**config.mk**
```make
export PLATFORM = sky130hd
export DESIGN_NAME = alu_exc_wb_stage
export DESIGN_NICKNAME = d
export VERILOG_FILES = /design/src/rtl/alu_exc_wb_stage.sv
export SDC_FILE = /design/constraint.sdc
export NUM_CORES = 1
export LEC_CHECK = 0
export CAP_MARGIN = 20
export CORE_AREA = 2 2 104 106
export DETAILED_ROUTE_END_ITERATION = 8
export DIE_AREA = 0 0 106 108
export PLACE_DENSITY = 0.8
export SLEW_MARGIN = 30
export SYNTH_ARGS = -nofsm -noshare
export SYNTH_HDL_FRONTEND = slang
export SYNTH_SLANG_ARGS = --single-unit
```
**constraint.sdc**
```tcl
create_clock -name clk -period 1.7 [get_ports clk]
set_input_delay 0.425 -clock clk [delete_from_list [all_inputs] [get_ports clk]]
set_output_delay 0.425 -clock clk [all_outputs]
set_load 0.02 [all_outputs]
```
**src/rtl/alu_exc_wb_stage.sv**
```systemverilog
// alu_exc_wb_stage: register stage directly after the ALU.
// - Registers the ALU result, zero flag and destination into the writeback path (1-cycle latency).
// - Converts a trapping signed overflow into a precise exception: the faulting instruction is
//   squashed, EPC/Cause are captured, and fetch is redirected to VECTOR, then back to EPC on eret.
// - Optional external interrupt entry, enabled by defining the macro EXT_INT_EN (adds int_req).
module alu_exc_wb_stage #(
    parameter logic [31:0] VECTOR  = 32'h0000_0004,
    parameter logic [4:0]  EXC_OVF = 5'd12
`ifdef EXT_INT_EN
    ,
    parameter logic [4:0]  EXC_INT = 5'd0
`endif
) (
    input  logic        clk,
    input  logic        rst_n,
    input  logic        ex_valid,
    input  logic [31:0] ex_pc,
    input  logic [31:0] ex_res,
    input  logic        ex_zero,
    input  logic        ex_overflow,
    input  logic        ex_ovf_trap,
    input  logic        ex_eret,
    input  logic        ex_wr_en,
    input  logic [4:0]  ex_wr_addr,
`ifdef EXT_INT_EN
    input  logic        int_req,
`endif
    output logic        wb_valid,
    output logic [4:0]  wb_wr_addr,
    output logic [31:0] wb_data,
    output logic        wb_zero,
    output logic        exc_redirect,
    output logic [31:0] exc_target,
    output logic [31:0] epc,
    output logic [31:0] cause,
    output logic        in_handler
);

    typedef enum logic [1:0] {
        RUN     = 2'd0,
        TRAP    = 2'd1,
        HANDLER = 2'd2,
        RET     = 2'd3
    } state_t;

    state_t      r_state;
    state_t      w_state_next;

    logic        r_wb_valid;
    logic [4:0]  r_wb_wr_addr;
    logic [31:0] r_wb_data;
    logic        r_wb_zero;
    logic [31:0] r_epc;
    logic [4:0]  r_cause_code;
    logic        r_ovf_lost;

    logic        w_take;
    logic        w_wb_open;
    logic        w_wb_next;

    // eret has priority over overflow, so an eret never traps.
    assign w_take    = ex_valid & ex_overflow & ex_ovf_trap & ~ex_eret;
    // TRAP and RET cycles hold the instruction being flushed; it must not write back.
    assign w_wb_open = (r_state == RUN) || (r_state == HANDLER);
    assign w_wb_next = ex_valid & ex_wr_en & ~w_take & ~ex_eret & w_wb_open;

`ifdef EXT_INT_EN
    logic        w_int_take;
    // Interrupt is taken after the EX instruction completes; overflow wins and the level stays pending.
    assign w_int_take = (r_state == RUN) & ex_valid & int_req & ~w_take & ~ex_eret;
`endif

    // State register.
    always_ff @(posedge clk or negedge rst_n) begin
        // NOTE: sequential state uses non-blocking assignments so every register samples pre-edge values.
        if (!rst_n) begin
            r_state <= RUN;
        end else begin
            r_state <= w_state_next;
        end
    end

    // Next-state decode.
    always_comb begin
        // NOTE: default first so every path assigns the signal and no latch is inferred.
        w_state_next = r_state;
        unique case (r_state)
            RUN: begin
                if (w_take) begin
                    w_state_next = TRAP;
                end
`ifdef EXT_INT_EN
                else if (w_int_take) begin
                    w_state_next = TRAP;
                end
`endif
            end
            TRAP:    w_state_next = HANDLER;
            HANDLER: begin
                if (ex_valid && ex_eret) begin
                    w_state_next = RET;
                end
            end
            RET:     w_state_next = RUN;
            default: w_state_next = RUN;
        endcase
    end

    // Redirect and status outputs decoded from the current state.
    always_comb begin
        exc_redirect = 1'b0;
        exc_target   = 32'h0;
        in_handler   = 1'b0;
        unique case (r_state)
            TRAP: begin
                exc_redirect = 1'b1;
                exc_target   = VECTOR;
            end
            RET: begin
                exc_redirect = 1'b1;
                exc_target   = r_epc;
            end
            HANDLER: in_handler = 1'b1;
            default: ;
        endcase
    end

    // Writeback registers: the payload only moves when a writeback is issued, otherwise it holds.
    always_ff @(posedge clk or negedge rst_n) begin
        if (!rst_n) begin
            r_wb_valid   <= 1'b0;
            r_wb_wr_addr <= 5'd0;
            r_wb_data    <= 32'h0;
            r_wb_zero    <= 1'b0;
        end else begin
            r_wb_valid <= w_wb_next;
            if (w_wb_next) begin
                r_wb_wr_addr <= ex_wr_addr;
                r_wb_data    <= ex_res;
                r_wb_zero    <= ex_zero;
            end
        end
    end

    // Exception status: EPC and cause code captured on entry; OVF_LOST is sticky until reset.
    always_ff @(posedge clk or negedge rst_n) begin
        if (!rst_n) begin
            r_epc        <= 32'h0;
            r_cause_code <= 5'd0;
            r_ovf_lost   <= 1'b0;
        end else begin
            if ((r_state == RUN) && w_take) begin
                r_epc        <= ex_pc;
                r_cause_code <= EXC_OVF;
            end
`ifdef EXT_INT_EN
            else if (w_int_take) begin
                // Interrupted instruction completed, so resume after it.
                r_epc        <= ex_pc + 32'd4;
                r_cause_code <= EXC_INT;
            end
`endif
            // A nested overflow cannot trap (EPC would be clobbered); record that it was dropped.
            if ((r_state == HANDLER) && w_take) begin
                r_ovf_lost <= 1'b1;
            end
        end
    end

    assign wb_valid   = r_wb_valid;
    assign wb_wr_addr = r_wb_wr_addr;
    assign wb_data    = r_wb_data;
    assign wb_zero    = r_wb_zero;
    assign epc        = r_epc;
    assign cause      = {25'h0, r_cause_code, r_ovf_lost, 1'b0};

endmodule

```
**Run 1: sizing map**

Drawn at 3 px/um.
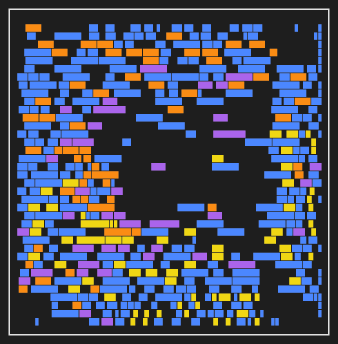
[x3 and x4] orange | cells: 59
[x2] yellow | cells: 67
[x6 and larger] purple | cells: 40
[x1 and smaller] blue | cells: 292
final instance area: 5778 um^2
Non-Clock Buffer Count: 212
Layout area overhead: 72.18%
Final WS setup: -175.1 ps

**Run 1: routing congestion**

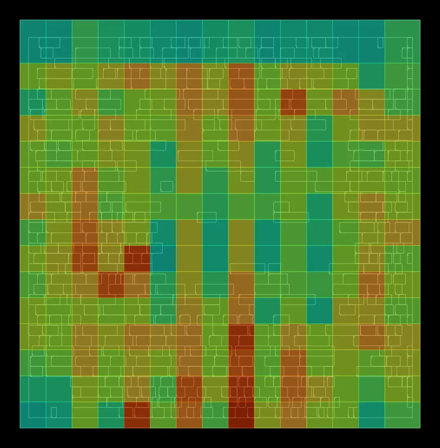
met1 Track Usage GR: 15.97%
gr usage total: 15.02%
DR WL/cell: 15.83 um

==> impl_metrics.ini, run 1 <==
; implementation run metrics
[sta]
setup_viol = 72
rsz0062_at_grt = true
fin_crit_ps = 1875
finalMaxSlewViolations = 0
fin_crit_sh_pct = 110.3
holdWs_ps = 82.78
hold_violations = 0
clock_skew_ps = 9.699
fmax_mhz = 533.3
setup_ws_ps = -175.1

[synth]
fa_ha_area_share_pct = 1.864
synth_top_cell_by_count = dfrtp_1
synth_area_um2 = 3356
ys_ff = 75
synthTopCellsByCount = dfrtp_1, mux2_2, buf_4
ys_cells = 243
syn_avg_cell_area_um2 = 13.81
yosysTopAreaCell = dfrtp_1
synth-xor-area-share_pct = 0
async_reset_ff_share_pct = 100.0
synth-simple-area-share_pct = 8.054
synthMuxAreaShare_pct = 23.49
yosys-top-cells-area = dfrtp_1, mux2_2, buf_4, and2_1, mux2_1
netlist_instances = 243
flop_cell = dfrtp_1

[clock_tree]
clock_path_buffers = 2
cts.htree.levels = 3
clockRootBuffer = clkbuf_8
clock_latency_ps = 340
cts-buffers-inserted = 9
cts_tree = built
cts.sinks = 75
clk_pin_slew_ps = 80

[worst_setup_path]
required_ps = 1270
worstRegToRegCells = 7
crit_family = flip-flops
crit_type = flop to output port
slowest_delay_ps = 440
crit_chain = ha_4 > clkbuf_16 > and2_1 > buf_2
critPathMaxFanout = 13
end_kind = output port
path_buffers = 2
worst_setup_path_start_kind = flop

[global_routing]
grt_first_pass_wirelength_mm = 13.34
antenna_found_initial = 0
grt_pass1_vias = 2634
overflow = 0
grt_max_degree = 76

[run]
openroad.warnings = 33
drv_cap = 0

[placement]
io_buffers = 184
dp_cells = 568
dp_hpwl_mm = 6.404

[finish]
insertedDiodeCount = 0
utilization_pct = 56.48
fin_nets = 535
instances_no_fill = 594
drive_above_1_share_pct = 36.24

[outcome]
status = finished, violations left
violations = negative setup slack

[floorplan]
initial_utilization_pct = 32.80
core-area_um2 = 10230
row_count = 37

[detailed_routing]
via_per_inst = 4.377
ant_nets = 0
drt_iter0_drc = 71

[power]
p_total_mw = 9.893
vdd_drop_max_mv = 0.7924
p_per_area_nw_per_um2 = 1712
p_leak_nw = 2.905

[hold_path]
hp-class = input pin to async pin
**Run 1: close-up of the layout**

Window x 14 to 39, y 68 to 93 um. Cells in grey, sequential cells in the stronger grey; small squares are vias.
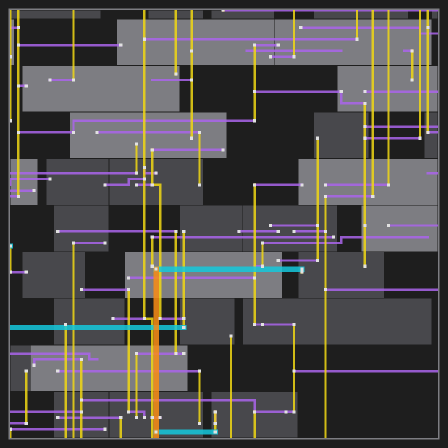
[M1] purple
[M4] orange
[M3] cyan
[M2] yellow
sequential cells in the window: 8
cells with their middle in the window: 22
netlist names of flops here include: `wb_data` (6)
most frequent: dfrtp_1 (8), dlygate4sd2_1 (4)

==> run 1: layer usage <==
| layer | share of wire [%] | routed length [um] | vias up | global-route usage (%) |
|---|---|---|---|---|
| met3 | 7.2 | 680 | 13 | 4.581 |
| li1 | - | - | 1178 | - |
| met4 | 1.7 | 160 | 0 | 6.861 |
| met1 | 39 | 3702 | 1288 | 15.97 |
| met2 | 52 | 4858 | 121 | 27.42 |
| met5 | 0 | 0 | - | 0 |
==> run 1: where the power goes <==
| group | internal [mW] | leakage, nW | switching [mW] |
|---|---|---|---|
| combinational | 2.63 | 1.87 | 2.59 |
| clock | 0.869 | 0.111 | 0.646 |
| sequential | 2.62 | 0.927 | 0.529 |
| total | 6.12 | 2.90 | 3.77 |
==> run 1: cell usage in the layout (no fill, tap or decap), types with 2 or more instances in the layout <==
cell / count
clkbuf_8: 10
and2_4: 7
and2_1: 24
bufinv_16: 2
dfrtp_1: 73
buf_6: 19
dlygate4sd2_1: 74
buf_4: 12
conb_1: 29
clkbuf_1: 2
clkdlybuf4s50_1: 75
nand2_1: 2
mux2_4: 33
ha_4: 3
mux2_2: 37
inv_2: 2
and3_1: 2
a21o_1: 3
clkbuf_16: 3
dfrtp_2: 2
buf_2: 23
buf_12: 5
==> run 1: worst paths after layout <==
path	start	end	slack, ps
max	r_state[0]$_DFFE_PN0P_	exc_target[23]	-180
min reg2reg	r_ovf_lost$_DFFE_PN0P_	r_ovf_lost$_DFFE_PN0P_	460
min	rst_n	epc[6]$_DFFE_PN0P_	80
max in group asynchronous	rst_n	epc[3]$_DFFE_PN0P_	1270
max reg2reg	r_state[1]$_DFFE_PN0P_	wb_data[14]$_DFFE_PN0P_	-180
min in group clk	r_ovf_lost$_DFFE_PN0P_	r_ovf_lost$_DFFE_PN0P_	460
==> run 1: repair_timing <==
| action | in CTS | in global routing |
|---|---|---|
| resized | 232 | 60 |
| pin swaps | 2 | 3 |
| setup endpoints to repair | 166 | 86 |
| hold buffers | 0 | 0 |
| gates cloned | 2 | 4 |
| setup buffers | 1 | 3 |
==> run 1: flip-flops by register name (all words and copies together) (netlist names) <==
signal	count
r_state	2
epc	32
r_cause_code	1
wb_wr_addr	5
wb_zero	1
wb_valid	1
wb_data	32
r_ovf_lost	1
==> run 1: kinds of logic after synthesis <==
logic type / after synthesis
multiplexers: 70
flip-flops: 75
other: 1
AND-OR/OR-AND: 6
AND/OR/NAND/NOR: 43
buffers and inverters: 43
adder cells (fa/ha/maj): 5
==> run 1: layout make-up <==
type                    count  area [um^2]
inverters                   2        7.507
flip-flops and latches     75         1879
fillers                   878         4453
clock inverters             4        73.82
well taps                 136        170.2
multi-input cells         153         1481
clock buffers              12        145.1
repair buffers            212         2021
--- run 2 (diff from run 1) ---
GPL_TIMING_DRIVEN = 0   (was not set)
RECOVER_POWER = 50   (was not set)
==> impl_metrics.ini, run 2 <==
; implementation run metrics
[outcome]
status = finished, violations left
violations = negative setup slack

[detailed_routing]
drt_iter0_drc = 48
via_per_inst = 4.253
ant_nets = 0

[synth]
synth-xor-area-share_pct = 0
yosys-top-cells-area = dfrtp_1, mux2_2, buf_4, and2_1, mux2_1
synthTopCellsByCount = dfrtp_1, mux2_2, buf_4
synth-simple-area-share_pct = 8.054
ys_cells = 243
async_reset_ff_share_pct = 100.0
yosysTopAreaCell = dfrtp_1
ys_ff = 75
netlist_instances = 243

[sta]
setup_viol = 83
hold_violations = 0
setup_ws_ps = -155.2
clock_skew_ps = 9.314
fin_crit_sh_pct = 109.1

[worst_setup_path]
r2r_start = r_state[0]$_DFFE_PN0P_
crit_family = flip-flops
end_kind = output port
crit_chain = ha_4 > clkbuf_16 > and2_4 > buf_6

[global_routing]
grt_pass1_vias = 2622
grt_max_degree = 46
overflow = 0

[clock_tree]
clk_pin_slew_ps = 70
cts.sinks = 75
clockRootBuffer = clkbuf_8
cts_tree = built

[power]
p_leak_nw = 2.968
vdd_drop_max_mv = 0.7428
p_per_area_nw_per_um2 = 1636

[placement]
io_buffers = 184

[hold_path]
hp-class = input pin to async pin

[finish]
syn_to_final_growth_pct = 74.65
fin_nets = 566

[run]
drv_cap = 0
openroad.warnings = 33
run 2: worst min path at each step:
stage / from / to / slack [ps] / cells past startpoint
after floorplan: rst_n / epc[0]$_DFFE_PN0P_ / 130 / 0
after global placement: r_ovf_lost$_DFFE_PN0P_ / r_ovf_lost$_DFFE_PN0P_ / 450 / 1
after detailed placement: rst_n / epc[29]$_DFFE_PN0P_ / 390 / 1
after CTS: rst_n / epc[29]$_DFFE_PN0P_ / 20 / 1
after global routing: rst_n / epc[29]$_DFFE_PN0P_ / 190 / 1
final: rst_n / epc[27]$_DFFE_PN0P_ / 150 / 1
run 2: per-layer routing:
| layer | part of all wire (%) | track usage (%) | up-vias |
|---|---|---|---|
| li1 | - | - | 1247 |
| met1 | 38 | 16.66 | 1279 |
| met2 | 53 | 28.53 | 119 |
| met3 | 8.3 | 5.244 | 9 |
| met4 | 1.1 | 5.075 | 0 |
| met5 | 0 | 0 | - |
run 2: layout make-up:
type	instances	area [um^2]	area share (%)
Clock buffer	11	141.4	2.412
Tap cell	136	170.2	2.903
Inverter	2	7.507	0.1281
Timing Repair Buffer	203	1874	31.98
Multi-Input combinational cell	153	1390	23.72
Buffer	40	346.6	5.914
Clock inverter	4	51.30	0.8753
Sequential cell	75	1879	32.07
run 2: where the power goes:
| part | total [mW] | switching, mW | leakage (nW) | internal, mW |
|---|---|---|---|---|
| registers | 3.12 | 0.497 | 0.927 | 2.62 |
| clock network | 1.35 | 0.640 | 0.0954 | 0.711 |
| logic | 5.12 | 2.58 | 1.95 | 2.54 |
| total | 9.59 | 3.72 | 2.97 | 5.87 |
run 2: repair_timing:
action | 4_1_cts | 5_1_grt
setup endpoints to repair | 175 | 99
pin swaps | 4 | 3
setup buffers | 12 | 4
cloned | 1 | 1
resized | 257 | 47
run 2: through the flow:
stage	TNS, ps	power (mW)	hold WS [ps]	utilization, %	area [um^2]
after global routing	-14660	10.14	193.6	57.28	5861
after CTS	-9472	9.430	16.00	55.69	5698
final	-9339	9.588	146.2	57.28	5861
after floorplan	-1583	5.757	129.4	-	3486
after global placement	-226970	8.295	447.0	53.74	5498
after detailed placement	-47130	8.484	391.0	53.98	5523
run 2: kinds of logic (layout without fill, tap and decap cells):
family                     after synthesis  count (layout)
DFF                                     75              75
muxes                                   70              70
and+or+nand+nor                         43              43
buffers and inverters                   43             260
AOI/OAI and AO/OA                        6               6
adders and majority gates                5               5
other                                    1              29
**Run 2: met1 routing**

Drawn at 4 px/um.
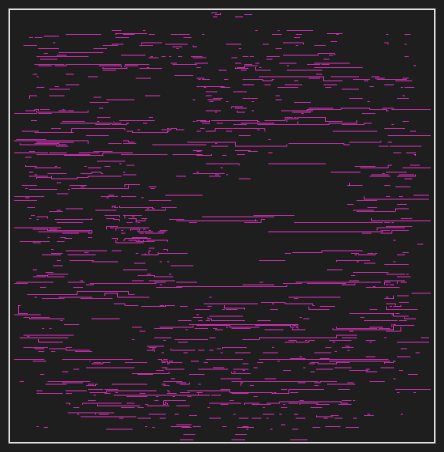
wire length on this layer: 3420 um
main direction: horizontal
nets with wire on the layer: 469
met1 Track Usage GR: 16.66%
via count: 2654
routed wire length: 9.032 mm

No activity file was given, so power comes from the tool's default toggle rates.
